File: config.mk
export PLATFORM = sky130hd
export DESIGN_NAME = elevator_scheduler
export DESIGN_NICKNAME = d
export VERILOG_FILES = /design/src/rtl/elevator_pkg.sv /design/src/rtl/elevator_req_bank.sv /design/src/rtl/elevator_scheduler.sv
export SDC_FILE = /design/constraint.sdc
export NUM_CORES = 1
export LEC_CHECK = 0
export ABC_AREA = 1
export CAP_MARGIN = 10
export CORE_MARGIN = 8
export CORE_UTILIZATION = 55
export DETAILED_ROUTE_END_ITERATION = 12
export GPL_ROUTABILITY_DRIVEN = 0
export PLACE_DENSITY = 0.83
export SYNTH_ARGS = -nofsm -noshare
export SYNTH_HDL_FRONTEND = slang
export SYNTH_SLANG_ARGS = --single-unit
File: constraint.sdc
create_clock -name clk -period 4.2 [get_ports clk]
set_input_delay 0.63 -clock clk [delete_from_list [all_inputs] [get_ports clk]]
set_output_delay 0.63 -clock clk [all_outputs]
set_load 0.01 [all_outputs]
File: src/rtl/elevator_pkg.sv
// Shared types, constants and helpers for the elevator scheduler.
package elevator_pkg;

  localparam int unsigned NUM_FLOORS = 8;
  localparam int unsigned FLOOR_W    = 3;
  localparam int unsigned CNT_W      = 3;
  localparam int unsigned STATUS_W   = 4;

  // Display status codes
  localparam logic [STATUS_W-1:0] ST_OFF       = 4'd0;
  localparam logic [STATUS_W-1:0] ST_IDLE      = 4'd1;
  localparam logic [STATUS_W-1:0] ST_MOVE_UP   = 4'd2;
  localparam logic [STATUS_W-1:0] ST_MOVE_DOWN = 4'd3;
  localparam logic [STATUS_W-1:0] ST_OPEN_UP   = 4'd4;
  localparam logic [STATUS_W-1:0] ST_OPEN_DOWN = 4'd5;
  localparam logic [STATUS_W-1:0] ST_CLOSING   = 4'd6;
  localparam logic [STATUS_W-1:0] ST_EMERGENCY = 4'd7;

  // Hall buttons that physically cannot exist: no up at the top, no down at the bottom
  localparam logic [NUM_FLOORS-1:0] UP_MASK = 8'h7F;
  localparam logic [NUM_FLOORS-1:0] DN_MASK = 8'hFE;

  typedef enum logic [STATUS_W-1:0] {
    S_OFF       = ST_OFF,
    S_IDLE      = ST_IDLE,
    S_MOVE_UP   = ST_MOVE_UP,
    S_MOVE_DOWN = ST_MOVE_DOWN,
    S_OPEN_UP   = ST_OPEN_UP,
    S_OPEN_DOWN = ST_OPEN_DOWN,
    S_CLOSING   = ST_CLOSING,
    S_EMERGENCY = ST_EMERGENCY
  } state_e;

  typedef enum logic {
    DIR_UP   = 1'b0,
    DIR_DOWN = 1'b1
  } dir_e;

  // One-hot select of a floor
  function automatic logic [NUM_FLOORS-1:0] onehot(input logic [FLOOR_W-1:0] f);
    return NUM_FLOORS'(1) << f;
  endfunction

  // Distance to the nearest request strictly above f (0 when none)
  function automatic logic [FLOOR_W-1:0] dist_above(input logic [NUM_FLOORS-1:0] v,
                                                    input logic [FLOOR_W-1:0]    f);
    logic [FLOOR_W-1:0] d;
    d = '0;
    for (int i = NUM_FLOORS - 1; i >= 0; i--) begin
      if (i > int'(f) && v[i]) d = FLOOR_W'(i - int'(f));
    end
    return d;
  endfunction

  // Distance to the nearest request strictly below f (0 when none)
  function automatic logic [FLOOR_W-1:0] dist_below(input logic [NUM_FLOORS-1:0] v,
                                                    input logic [FLOOR_W-1:0]    f);
    logic [FLOOR_W-1:0] d;
    d = '0;
    for (int i = 0; i < NUM_FLOORS; i++) begin
      if (i < int'(f) && v[i]) d = FLOOR_W'(int'(f) - i);
    end
    return d;
  endfunction

endpackage

File: src/rtl/elevator_req_bank.sv
// Latched car / hall-up / hall-down requests with clear-wins priority and
// position reductions relative to a query floor.
module elevator_req_bank
  import elevator_pkg::*;
(
  input  logic                  clk,
  input  logic                  rst_n,
  input  logic [NUM_FLOORS-1:0] floor_btn,
  input  logic [NUM_FLOORS-1:0] up,
  input  logic [NUM_FLOORS-1:0] down,
  input  logic                  clr_all,
  input  logic [NUM_FLOORS-1:0] clr_car,
  input  logic [NUM_FLOORS-1:0] clr_up,
  input  logic [NUM_FLOORS-1:0] clr_dn,
  input  logic [FLOOR_W-1:0]    qry_floor,
  output logic [NUM_FLOORS-1:0] car_req,
  output logic [NUM_FLOORS-1:0] up_req,
  output logic [NUM_FLOORS-1:0] down_req,
  output logic                  car_at_c,
  output logic                  up_at_c,
  output logic                  dn_at_c,
  output logic                  above_c,
  output logic                  below_c
);

  logic [NUM_FLOORS-1:0] car_q, car_d;
  logic [NUM_FLOORS-1:0] up_q,  up_d;
  logic [NUM_FLOORS-1:0] dn_q,  dn_d;
  logic [NUM_FLOORS-1:0] any_v;

  // Set on press, clear wins over a same-cycle press
  always_comb begin
    car_d = (car_q | floor_btn)      & ~clr_car;
    up_d  = (up_q  | (up & UP_MASK)) & ~clr_up;
    dn_d  = (dn_q  | (down & DN_MASK)) & ~clr_dn;
    if (clr_all) begin
      car_d = '0;
      up_d  = '0;
      dn_d  = '0;
    end
  end

  // Request registers
  always_ff @(posedge clk or negedge rst_n) begin
    if (!rst_n) begin
      car_q <= '0;
      up_q  <= '0;
      dn_q  <= '0;
    end else begin
      car_q <= car_d;
      up_q  <= up_d;
      dn_q  <= dn_d;
    end
  end

  assign any_v    = car_q | up_q | dn_q;
  assign car_req  = car_q;
  assign up_req   = up_q;
  assign down_req = dn_q;
  assign car_at_c = car_q[qry_floor];
  assign up_at_c  = up_q[qry_floor];
  assign dn_at_c  = dn_q[qry_floor];

  // Any request strictly above / below the query floor
  always_comb begin
    above_c = 1'b0;
    below_c = 1'b0;
    for (int i = 0; i < NUM_FLOORS; i++) begin
      if (i > int'(qry_floor) && any_v[i]) above_c = 1'b1;
      if (i < int'(qry_floor) && any_v[i]) below_c = 1'b1;
    end
  end

endmodule

File: src/rtl/elevator_scheduler.sv
// Collective (SCAN) elevator controller: travel, door-open and door-close
// phases timed on a slow tick. Define DOOR_REOPEN_EN to let a press at the
// current floor reopen a closing door instead of queueing a new request.
module elevator_scheduler
  import elevator_pkg::*;
#(
  parameter int unsigned TRAVEL_TICKS = 3,
  parameter int unsigned DOOR_TICKS   = 4,
  parameter int unsigned CLOSE_TICKS  = 2
) (
  input  logic       clk,
  input  logic       rst_n,
  input  logic       tick,
  input  logic       power,
  input  logic       emergency,
  input  logic [7:0] floor_btn,
  input  logic [7:0] up,
  input  logic [7:0] down,
  output logic [2:0] floor,
  output logic [2:0] countdown,
  output logic [3:0] status,
  output logic [7:0] car_req,
  output logic [7:0] up_req,
  output logic [7:0] down_req
);

  state_e             state_q, state_d;
  dir_e               dir_q,   dir_d;
  logic [FLOOR_W-1:0] floor_q, floor_d;
  logic [CNT_W-1:0]   cnt_q,   cnt_d;

  logic                  clr_all;
  logic [NUM_FLOORS-1:0] clr_car, clr_up, clr_dn;
  logic [FLOOR_W-1:0]    qry_floor_c;
  logic                  car_at_c, up_at_c, dn_at_c, above_c, below_c;
  logic [NUM_FLOORS-1:0] all_req_c;
  logic [FLOOR_W-1:0]    d_up_c, d_dn_c;
  logic                  press_c;
  logic                  cnt_one_c;

  logic                  open_c;
  dir_e                  open_dir;
  logic [FLOOR_W-1:0]    open_floor;

  elevator_req_bank u_req_bank (
    .clk       (clk),
    .rst_n     (rst_n),
    .floor_btn (floor_btn),
    .up        (up),
    .down      (down),
    .clr_all   (clr_all),
    .clr_car   (clr_car),
    .clr_up    (clr_up),
    .clr_dn    (clr_dn),
    .qry_floor (qry_floor_c),
    .car_req   (car_req),
    .up_req    (up_req),
    .down_req  (down_req),
    .car_at_c  (car_at_c),
    .up_at_c   (up_at_c),
    .dn_at_c   (dn_at_c),
    .above_c   (above_c),
    .below_c   (below_c)
  );

  // While moving, the stop decision looks at the floor being arrived at
  assign qry_floor_c = (state_q == S_MOVE_UP)   ? floor_q + FLOOR_W'(1) :
                       (state_q == S_MOVE_DOWN) ? floor_q - FLOOR_W'(1) : floor_q;

  assign all_req_c = car_req | up_req | down_req;
  assign d_up_c    = dist_above(all_req_c, floor_q);
  assign d_dn_c    = dist_below(all_req_c, floor_q);
  assign cnt_one_c = (cnt_q == CNT_W'(1));

  // Car button or served-direction hall button at the current floor
  always_comb begin
    press_c = floor_btn[floor_q];
    if (dir_q == DIR_UP) press_c = press_c | (up[floor_q] & UP_MASK[floor_q]);
    else                 press_c = press_c | (down[floor_q] & DN_MASK[floor_q]);
  end

  // Next-state, counter, floor, direction and request-clear logic
  always_comb begin
    state_d    = state_q;
    floor_d    = floor_q;
    cnt_d      = cnt_q;
    dir_d      = dir_q;
    clr_all    = 1'b0;
    clr_car    = '0;
    clr_up     = '0;
    clr_dn     = '0;
    open_c     = 1'b0;
    open_dir   = dir_q;
    open_floor = floor_q;

    if (!power) begin
      state_d = S_OFF;
      cnt_d   = '0;
      clr_all = 1'b1;
    end else if (state_q == S_OFF) begin
      state_d = S_IDLE;
      cnt_d   = '0;
      clr_all = 1'b1;
    end else if (emergency) begin
      state_d = S_EMERGENCY;
      cnt_d   = '0;
    end else begin
      case (state_q)
        S_IDLE: begin
          cnt_d = '0;
          if (car_at_c || up_at_c || dn_at_c) begin
            open_c = 1'b1;
            if (up_at_c && (dir_q == DIR_UP || !dn_at_c)) open_dir = DIR_UP;
            else                                          open_dir = DIR_DOWN;
          end else if (above_c && (!below_c || d_up_c < d_dn_c ||
                                   (d_up_c == d_dn_c && dir_q == DIR_UP))) begin
            state_d = S_MOVE_UP;
            cnt_d   = CNT_W'(TRAVEL_TICKS);
            dir_d   = DIR_UP;
          end else if (below_c) begin
            state_d = S_MOVE_DOWN;
            cnt_d   = CNT_W'(TRAVEL_TICKS);
            dir_d   = DIR_DOWN;
          end
        end

        S_MOVE_UP: begin
          if (tick) begin
            if (cnt_one_c) begin
              floor_d = qry_floor_c;
              if (car_at_c || up_at_c || !above_c) begin
                open_c     = 1'b1;
                open_floor = qry_floor_c;
                if (above_c) open_dir = DIR_UP;
                else         open_dir = DIR_DOWN;
              end else begin
                cnt_d = CNT_W'(TRAVEL_TICKS);
              end
            end else begin
              cnt_d = cnt_q - CNT_W'(1);
            end
          end
        end

        S_MOVE_DOWN: begin
          if (tick) begin
            if (cnt_one_c) begin
              floor_d = qry_floor_c;
              if (car_at_c || dn_at_c || !below_c) begin
                open_c     = 1'b1;
                open_floor = qry_floor_c;
                if (below_c) open_dir = DIR_DOWN;
                else         open_dir = DIR_UP;
              end else begin
                cnt_d = CNT_W'(TRAVEL_TICKS);
              end
            end else begin
              cnt_d = cnt_q - CNT_W'(1);
            end
          end
        end

        S_OPEN_UP, S_OPEN_DOWN: begin
          // Presses for the call being served are absorbed, not latched
          clr_car = onehot(floor_q);
          if (dir_q == DIR_UP) clr_up = onehot(floor_q);
          else                 clr_dn = onehot(floor_q);
          if (press_c) begin
            cnt_d = CNT_W'(DOOR_TICKS);
          end else if (tick) begin
            if (cnt_one_c) begin
              state_d = S_CLOSING;
              cnt_d   = CNT_W'(CLOSE_TICKS);
            end else begin
              cnt_d = cnt_q - CNT_W'(1);
            end
          end
        end

        S_CLOSING: begin
`ifdef DOOR_REOPEN_EN
          if (press_c) begin
            open_c = 1'b1;
          end else if (tick) begin
`else
          if (tick) begin
`endif
            if (cnt_one_c) begin
              state_d = S_IDLE;
              cnt_d   = '0;
            end else begin
              cnt_d = cnt_q - CNT_W'(1);
            end
          end
        end

        S_EMERGENCY: begin
          state_d = S_IDLE;
          cnt_d   = '0;
        end

        default: begin
          state_d = S_OFF;
          cnt_d   = '0;
        end
      endcase
    end

    // Door-open entry: load door time and clear the served calls at that floor
    if (open_c) begin
      dir_d   = open_dir;
      cnt_d   = CNT_W'(DOOR_TICKS);
      clr_car = onehot(open_floor);
      if (open_dir == DIR_UP) begin
        state_d = S_OPEN_UP;
        clr_up  = onehot(open_floor);
        clr_dn  = '0;
      end else begin
        state_d = S_OPEN_DOWN;
        clr_up  = '0;
        clr_dn  = onehot(open_floor);
      end
    end
  end

  // Controller state registers
  always_ff @(posedge clk or negedge rst_n) begin
    if (!rst_n) begin
      state_q <= S_OFF;
      dir_q   <= DIR_UP;
      floor_q <= '0;
      cnt_q   <= '0;
    end else begin
      state_q <= state_d;
      dir_q   <= dir_d;
      floor_q <= floor_d;
      cnt_q   <= cnt_d;
    end
  end

  assign floor     = floor_q;
  assign countdown = cnt_q;
  assign status    = state_q;

endmodule

==> run summary <==
DR WL met3: 1680 um
Root buffer cell: clkbuf_8
Multiplexer area fraction after synthesis: 0
Remaining Overflow, GRT: 0
Most numerous cell types in the synthesized netlist: nand2_1, inv_1, nor2_1, nand3_1, o21ai_0
TritonCTS clock tree: built
Detailed Route WL: 14100 um
Number of violations reported at the end of detailed-routing iteration 0: 668
Final count of pins violating max slew: 0
Number of hold-repair buffers added at the cts stage: 0
Count of max-cap constraint violations: 0
Number of global-route vias before repair: 4531
Vias per inst: 6.21
Top cell class by occupied area: multi-input combinational cells
Share of post-route cells with drive strength above 1: 0.0718
Most common logic cell in the routed design: nand2_1
Gr busiest metal: met2
Synthesized instance count: 625
Dominant Register Cell: dfrtp_1
Detailed-route wire length on metal 1: 5410 um
Part of the total power dissipated in sequential elements: 0.164
Cell type group with the largest total delay on the critical path: simple AND/OR/NAND/NOR gates
Capturing point of the worst reg2reg path: status[0]
Hold worst-path end: u_req_bank.up_req[7]
I/O pin total: 63
Switching part of the total power: 0.590
Worst-margin pin slew: 745 ps
Launching instance or port of the critical path: floor[2]
Area of the multi-input gates: 2450 sq um
Top-count cell post-synth: nand2_1
Peak Freq: 271 MHz
Number of gates resized after cts: 0
Leakage Power: 0.00223 uW
Met3 layer usage reported by global route: 0.0684
Largest net degree at the start of global routing: 35
Final period demand of the worst path: 3700 ps
Power density over the cells: 816 nW/um^2
Slew margin rel.: 0.500
Compound-cell area share of the yosys netlist: 0.177
Global-route total usage across every layer: 0.288
Cell repeated most along the worst path: nand2_1
DRT antenna net count: 0
Xor-xnor portion of the synthesized cell area: 0.00467
Worst voltage drop across the vdd grid: 0.000442 V
Final routed wire length divided by cell count: 18.5 um
Cells along the critical path: inv_1, buf_4, ha_1, inv_1, nor2_1, nor3_1, inv_1, o21ai_0, nor2_1, o21ai_0, o2111ai_1, inv_1, o22ai_1, ha_1, nand2_1, o21ai_0, nand3_1, nand2_1, nand2_1, nand3_1, nand3_1, nand2_1, nand2_1, o21ai_1
Startpoint types: flip-flop
Post-detail-place hpwl: 10800 um
Fraction of the core area occupied by cells at floorplan: 0.562
Post-place instance area: 4400 sq um
Yosys stat cell total: 625
Post-synth tally of flip-flops with integrated enable: 0
Global-route wire length before repair: 22900 um
Routed length on met2: 6460 um
Buffers inserted by post-CTS timing repair: 0
Synth warnings: 0
Multi-input combinational gate total: 485
Die Span Y: 98.6 um
Hold Path Depth: 2
Number of cells on the worst reg-to-reg path: 24
Clock buffers: 6
Net Switching: 2160 uW
Top cells excl fill/tap: nand2_1, inv_1, clkdlybuf4s50_1, nor2_1, nand3_1
Final worst-path setup slack: 505 ps
Buffer and inverter count on the worst path: 5
Result of the run: finished clean
Number of warning messages in the logs: 36
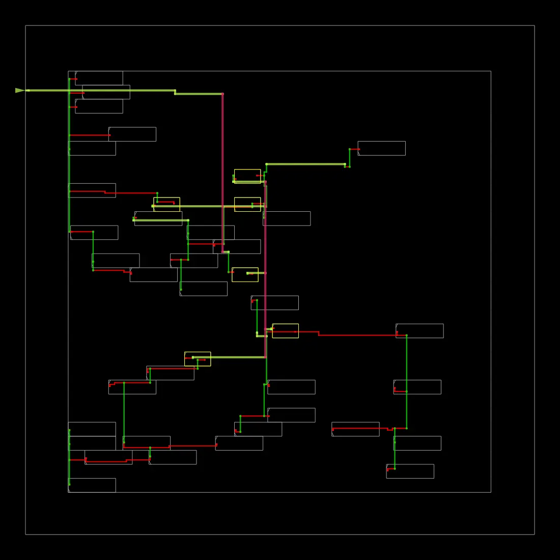
(images/final_clocks.png)
power attributed to the clock group: 251 uW
Final Skew: 10.0 ps
number of sequential storage elements: 34
Skew-Pair Late Insertion Delay: 290 ps

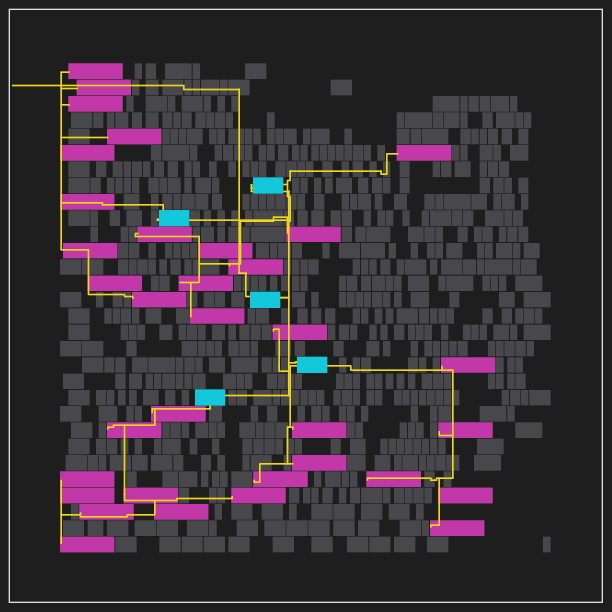
(images/clock_map.png)
Scale: 6 px per um.
legend:
  clock wires:
    colour: yellow
    length: 532 um
  flip-flops:
    colour: magenta
    count: 34
  cells driving clock nets:
    colour: cyan
    count: 5
flops lie: widely spread
routed clock nets: 6
part of the power in the clock network: 0.068

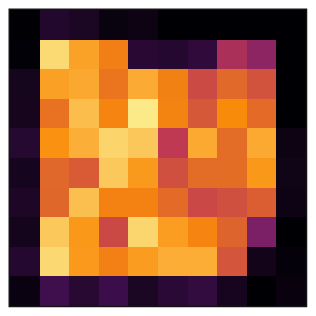
(images/density.png)
Scale: 3 px per um. The die is cut into 10 by 10 equal tiles; black is low, pale yellow is high, 0 to 100% covered.
mean over tiles: 45%
nearly empty tiles: 13%
tiles over 75% full: 26%
fullest tile: 95%
densest ninth of the die: centre
share of the core filled with cells in the final layout: 0.671
core box area: 6680 sq um

Power is estimated from default activity; no workload was simulated.
